==> images/power_grid.png <==
Bar = 20 um. Pins as bars on the die edge.
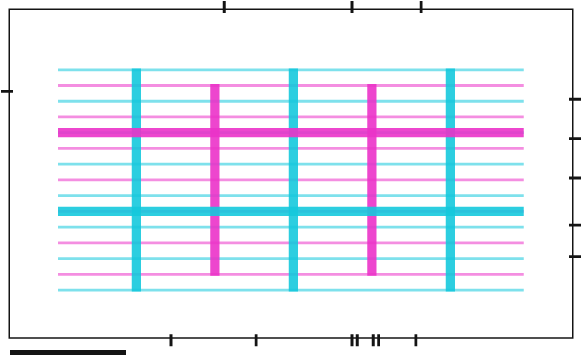
==> images/placement_by_type.png <==
Bar = 20 um.
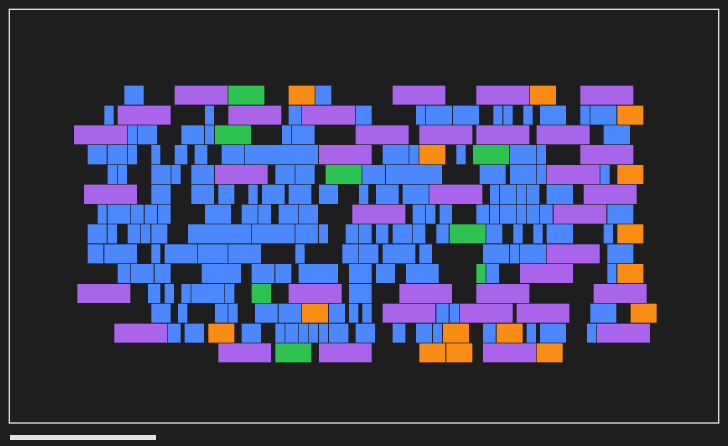
==> images/clk_routes.png <==
Bar = 20 um.
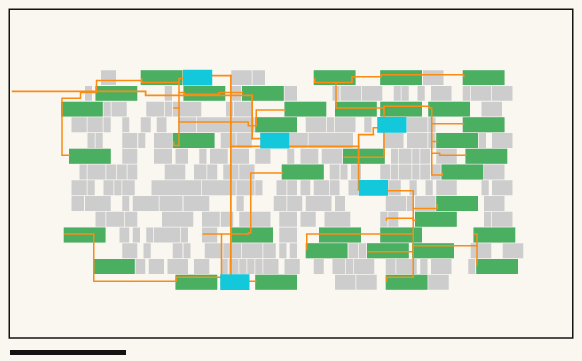
==> images/wires.png <==
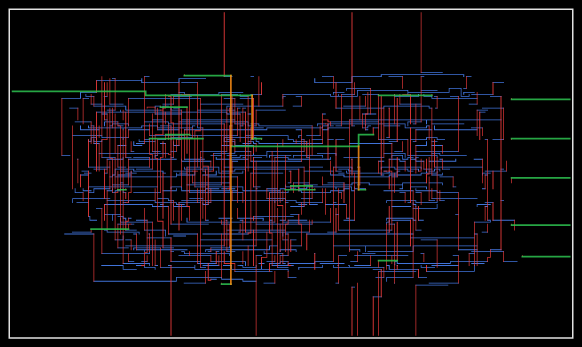
[config.mk]
export PLATFORM = sky130hd
export DESIGN_NAME = uart_rx_flat
export DESIGN_NICKNAME = d
export VERILOG_FILES = /design/src/rtl/uart_rx_if.sv /design/src/rtl/uart_rx.sv /design/src/flat_wrapper.sv
export SDC_FILE = /design/constraint.sdc
export NUM_CORES = 1
export LEC_CHECK = 0
export CORE_ASPECT_RATIO = 0.5
export CORE_MARGIN = 8
export CORE_UTILIZATION = 58
export CTS_CLUSTER_SIZE = 25
export DETAILED_ROUTE_END_ITERATION = 8
export HOLD_SLACK_MARGIN = 0.1
export PLACE_DENSITY = 0.77
export REMOVE_ABC_BUFFERS = 1
export SLEW_MARGIN = 20
export SYNTH_ARGS = -nofsm -noshare
export SYNTH_HDL_FRONTEND = slang
export SYNTH_SLANG_ARGS = --single-unit
[constraint.sdc]
create_clock -name clk_i -period 5 [get_ports clk_i]
set_input_delay 1 -clock clk_i [delete_from_list [all_inputs] [get_ports clk_i]]
set_output_delay 1 -clock clk_i [all_outputs]
set_load 0.02 [all_outputs]
[src/rtl/uart_rx_if.sv]
// Register-side and line-side signals of the UART receiver.
// Define UART_RX_PARITY_EN to add the parity_err_o flag.
interface uart_rx_if;
  logic       uart_rx_i;
  logic       rd_ack_i;
  logic [7:0] rcvd_byte_o;
  logic       rx_valid_o;
  logic       overrun_o;
  logic       frame_err_o;
  logic       busy_o;
`ifdef UART_RX_PARITY_EN
  logic       parity_err_o;
`endif

  modport master (
    output uart_rx_i, rd_ack_i,
    input  rcvd_byte_o, rx_valid_o, overrun_o, frame_err_o, busy_o
`ifdef UART_RX_PARITY_EN
    , parity_err_o
`endif
  );

  modport slave (
    input  uart_rx_i, rd_ack_i,
    output rcvd_byte_o, rx_valid_o, overrun_o, frame_err_o, busy_o
`ifdef UART_RX_PARITY_EN
    , parity_err_o
`endif
  );
endinterface

[src/rtl/uart_rx.sv]
// 8N1 UART receiver with single-byte holding register and sticky error flags.
// Define UART_RX_PARITY_EN for an even-parity bit between data and stop (8E1).
module uart_rx #(
  parameter int unsigned CLK_FREQ = 50000000,
  parameter int unsigned BAUD     = 115200
) (
  input  logic     clk_i,
  input  logic     rst_i,
  uart_rx_if.slave bus
);

  // CLKS_PER_BIT must be at least 4 for the half-bit start check to work.
  localparam int unsigned CLKS_PER_BIT = CLK_FREQ / BAUD;
  localparam int unsigned CntW         = $clog2(CLKS_PER_BIT);
  localparam logic [CntW-1:0] BitEnd   = CntW'(CLKS_PER_BIT - 1);
  localparam logic [CntW-1:0] HalfEnd  = CntW'(CLKS_PER_BIT / 2 - 1);

  typedef enum logic [2:0] {
    StIdle, StStart, StData, StStop, StWaitHigh
`ifdef UART_RX_PARITY_EN
    , StParity
`endif
  } state_e;

  state_e          state_q, state_d;
  logic [1:0]      sync_q;
  logic [CntW-1:0] cnt_q, cnt_d;
  logic [2:0]      idx_q, idx_d;
  logic [7:0]      shift_q, shift_d;
  logic [7:0]      byte_q, byte_d;
  logic            valid_q, valid_d;
  logic            ovr_q, ovr_d;
  logic            ferr_q, ferr_d;
  logic            perr_q, perr_d;
  logic            rx_s, tick, load, ferr_set, perr_set;

  assign rx_s = sync_q[1];
  assign tick = (cnt_q == BitEnd);

  always_ff @(posedge clk_i) begin
    if (rst_i) begin
      sync_q  <= 2'b11;
      state_q <= StIdle;
      cnt_q   <= '0;
      idx_q   <= '0;
      shift_q <= '0;
      byte_q  <= '0;
      valid_q <= 1'b0;
      ovr_q   <= 1'b0;
      ferr_q  <= 1'b0;
      perr_q  <= 1'b0;
    end else begin
      sync_q  <= {sync_q[0], bus.uart_rx_i};
      state_q <= state_d;
      cnt_q   <= cnt_d;
      idx_q   <= idx_d;
      shift_q <= shift_d;
      byte_q  <= byte_d;
      valid_q <= valid_d;
      ovr_q   <= ovr_d;
      ferr_q  <= ferr_d;
      perr_q  <= perr_d;
    end
  end

  always_comb begin
    state_d  = state_q;
    cnt_d    = cnt_q;
    idx_d    = idx_q;
    shift_d  = shift_q;
    load     = 1'b0;
    ferr_set = 1'b0;
    perr_set = 1'b0;
    case (state_q)
      StIdle: begin
        if (!rx_s) begin
          state_d = StStart;
          cnt_d   = '0;
        end
      end
      StStart: begin
        if (cnt_q == HalfEnd) begin
          cnt_d   = '0;
          idx_d   = '0;
          state_d = rx_s ? StIdle : StData;
        end else begin
          cnt_d = cnt_q + 1'b1;
        end
      end
      StData: begin
        if (tick) begin
          cnt_d          = '0;
          shift_d[idx_q] = rx_s;
          idx_d          = idx_q + 3'd1;
          if (idx_q == 3'd7) begin
`ifdef UART_RX_PARITY_EN
            state_d = StParity;
`else
            state_d = StStop;
`endif
          end
        end else begin
          cnt_d = cnt_q + 1'b1;
        end
      end
`ifdef UART_RX_PARITY_EN
      StParity: begin
        if (tick) begin
          cnt_d    = '0;
          perr_set = (rx_s != ^shift_q);
          state_d  = StStop;
        end else begin
          cnt_d = cnt_q + 1'b1;
        end
      end
`endif
      StStop: begin
        if (tick) begin
          cnt_d = '0;
          if (rx_s) begin
            load    = 1'b1;
            state_d = StIdle;
          end else begin
            ferr_set = 1'b1;
            state_d  = StWaitHigh;
          end
        end else begin
          cnt_d = cnt_q + 1'b1;
        end
      end
      // Hold off while the line stays low so a break cannot look like a start bit.
      StWaitHigh: begin
        if (rx_s) state_d = StIdle;
      end
      default: state_d = StIdle;
    endcase
  end

  // Set conditions take priority over the read-acknowledge clear.
  always_comb begin
    byte_d  = load ? shift_q : byte_q;
    valid_d = (valid_q && !bus.rd_ack_i) || load;
    ovr_d   = (ovr_q && !bus.rd_ack_i) || (load && valid_q && !bus.rd_ack_i);
    ferr_d  = (ferr_q && !bus.rd_ack_i) || ferr_set;
    perr_d  = (perr_q && !bus.rd_ack_i) || perr_set;
  end

  assign bus.rcvd_byte_o = byte_q;
  assign bus.rx_valid_o  = valid_q;
  assign bus.overrun_o   = ovr_q;
  assign bus.frame_err_o = ferr_q;
  assign bus.busy_o      = (state_q != StIdle);
`ifdef UART_RX_PARITY_EN
  assign bus.parity_err_o = perr_q;
`endif

endmodule

[src/flat_wrapper.sv]
// flat-port wrapper written by rule: the top's interface ports become plain ports
module uart_rx_flat 
#(
  parameter int unsigned CLK_FREQ = 50000000,
  parameter int unsigned BAUD     = 115200
)
  (clk_i, rst_i, bus_uart_rx_i, bus_rd_ack_i, bus_rcvd_byte_o, bus_rx_valid_o, bus_overrun_o, bus_frame_err_o, bus_busy_o);
  uart_rx_if bus_i ();
  input  logic clk_i;
  input  logic rst_i;
  input wire logic [$bits(bus_i.uart_rx_i)-1:0] bus_uart_rx_i;
  input wire logic [$bits(bus_i.rd_ack_i)-1:0] bus_rd_ack_i;
  output wire logic [$bits(bus_i.rcvd_byte_o)-1:0] bus_rcvd_byte_o;
  output wire logic [$bits(bus_i.rx_valid_o)-1:0] bus_rx_valid_o;
  output wire logic [$bits(bus_i.overrun_o)-1:0] bus_overrun_o;
  output wire logic [$bits(bus_i.frame_err_o)-1:0] bus_frame_err_o;
  output wire logic [$bits(bus_i.busy_o)-1:0] bus_busy_o;
  assign bus_i.uart_rx_i = bus_uart_rx_i;
  assign bus_i.rd_ack_i = bus_rd_ack_i;
  assign bus_rcvd_byte_o = bus_i.rcvd_byte_o;
  assign bus_rx_valid_o = bus_i.rx_valid_o;
  assign bus_overrun_o = bus_i.overrun_o;
  assign bus_frame_err_o = bus_i.frame_err_o;
  assign bus_busy_o = bus_i.busy_o;
  uart_rx #(.CLK_FREQ(CLK_FREQ), .BAUD(BAUD)) u_core (.clk_i(clk_i), .rst_i(rst_i), .bus(bus_i));
endmodule
==> out/results.ini <==
[run_status]
status=finished, final reports clean

[grt]
gr-total-overflow=0

[yosys]
post_synth_num_cell_types=49
yosys.area.top_type_share_pct=37.7
synthesis.instances=214
synth-area-yosys_sq_um=1910
yosys_register_bits=36
netlist_top_cells_count=dfxtp_1, nand2_1, nor2_1

[finish]
comb.multi_input.count=158
non_clock_inverter_total_of_the_final_layout=7
non_cts_buffers=15

[run]
log.warning_count=27

[timing]
transition_time_of_the_tightest_slew_check_pin_ps=976

[route]
maxUsedRoutingLayer=met4

[worst_hold_path]
worstHoldPathCells=1

[placement]
worst_slack_after_detailed_placement_ps=1890
gp_congestion=0.841

[clock_tree]
post_cts_hold_buffer_count=0
cts.path.max_buffers=2
cts.sinks=36
cts_setup_buffers=0
htreeDepth=2

[setup_path]
critPathBufInv=2
reg2reg_depth=5
path_class=input pin to flop
slowest_delay_ps=1090

[power_and_ir_drop]
intPower_mw=0.410

## Picture notes: power_grid.png
| net | color |
|---|---|
| VSS | cyan |
| VDD | magenta |
met5 straps: 2
met4 straps: 5
rows: 14
met1 rails: 15
horizontal die dimension: 97.1 um
worst vdd rail ir drop: 0.151 mV

## Picture notes: placement_by_type.png
| class | color | cells | share of their area |
|---|---|---|---|
| other buffers and delay cells | orange | 15 | 7.2% |
| flops | purple | 36 | 34% |
| combinational and other logic | blue | 165 | 54% |
| clock drivers and dummy loads | green | 8 | 4.5% |
Seq area share: 33.7%
post-route cell area: 2140 sq um

## Picture notes: clk_routes.png
[clock wires] orange | length: 476 um
[flip-flops] green | count: 36
[clock drivers] cyan | count: 5
routed clock nets: 6
clock network power: 0.217 mW
clk ins delay skew pair: 290 ps
Fin Clk Skew: 5.55 ps
part of the power in the clock network: 40.7%

## Picture notes: wires.png
| layer | color | wire length |
|---|---|---|
| metal 3 | green | 176 um |
| metal 2 | red | 1680 um |
| metal 1 | blue | 1940 um |
| metal 4 | orange | 51.0 um |
aggregate routed wire length: 3850 um
total routing resource utilization after global routing: 14.9%
routed wire length per instance: 14.6 um
Via Count: 1586

-- registers in the layout, indices dropped and copies added (netlist names) --
name                    count
u_core.bus.frame_err_o      1
u_core.bus.overrun_o        1
u_core.bus.rcvd_byte_o      8
u_core.bus.rx_valid_o       1
u_core.cnt_q                9
u_core.idx_q                3
u_core.shift_q              8
u_core.state_q              3
u_core.sync_q               2
-- metrics by stage --
stage	instance area [sq um]	util [%]	std cells	hold WS, ps	power, mW
final	2140	69.8	264	411	0.534
after global routing	2140	69.8	264	453	0.554
after CTS	2140	69.8	264	410	0.537
after detailed placement	2050	66.8	256	393	0.323
after global placement	2050	66.8	256	394	0.323
after floorplan	1840	-	201	389	0.312
No activity file was given, so power comes from the tool's default toggle rates.
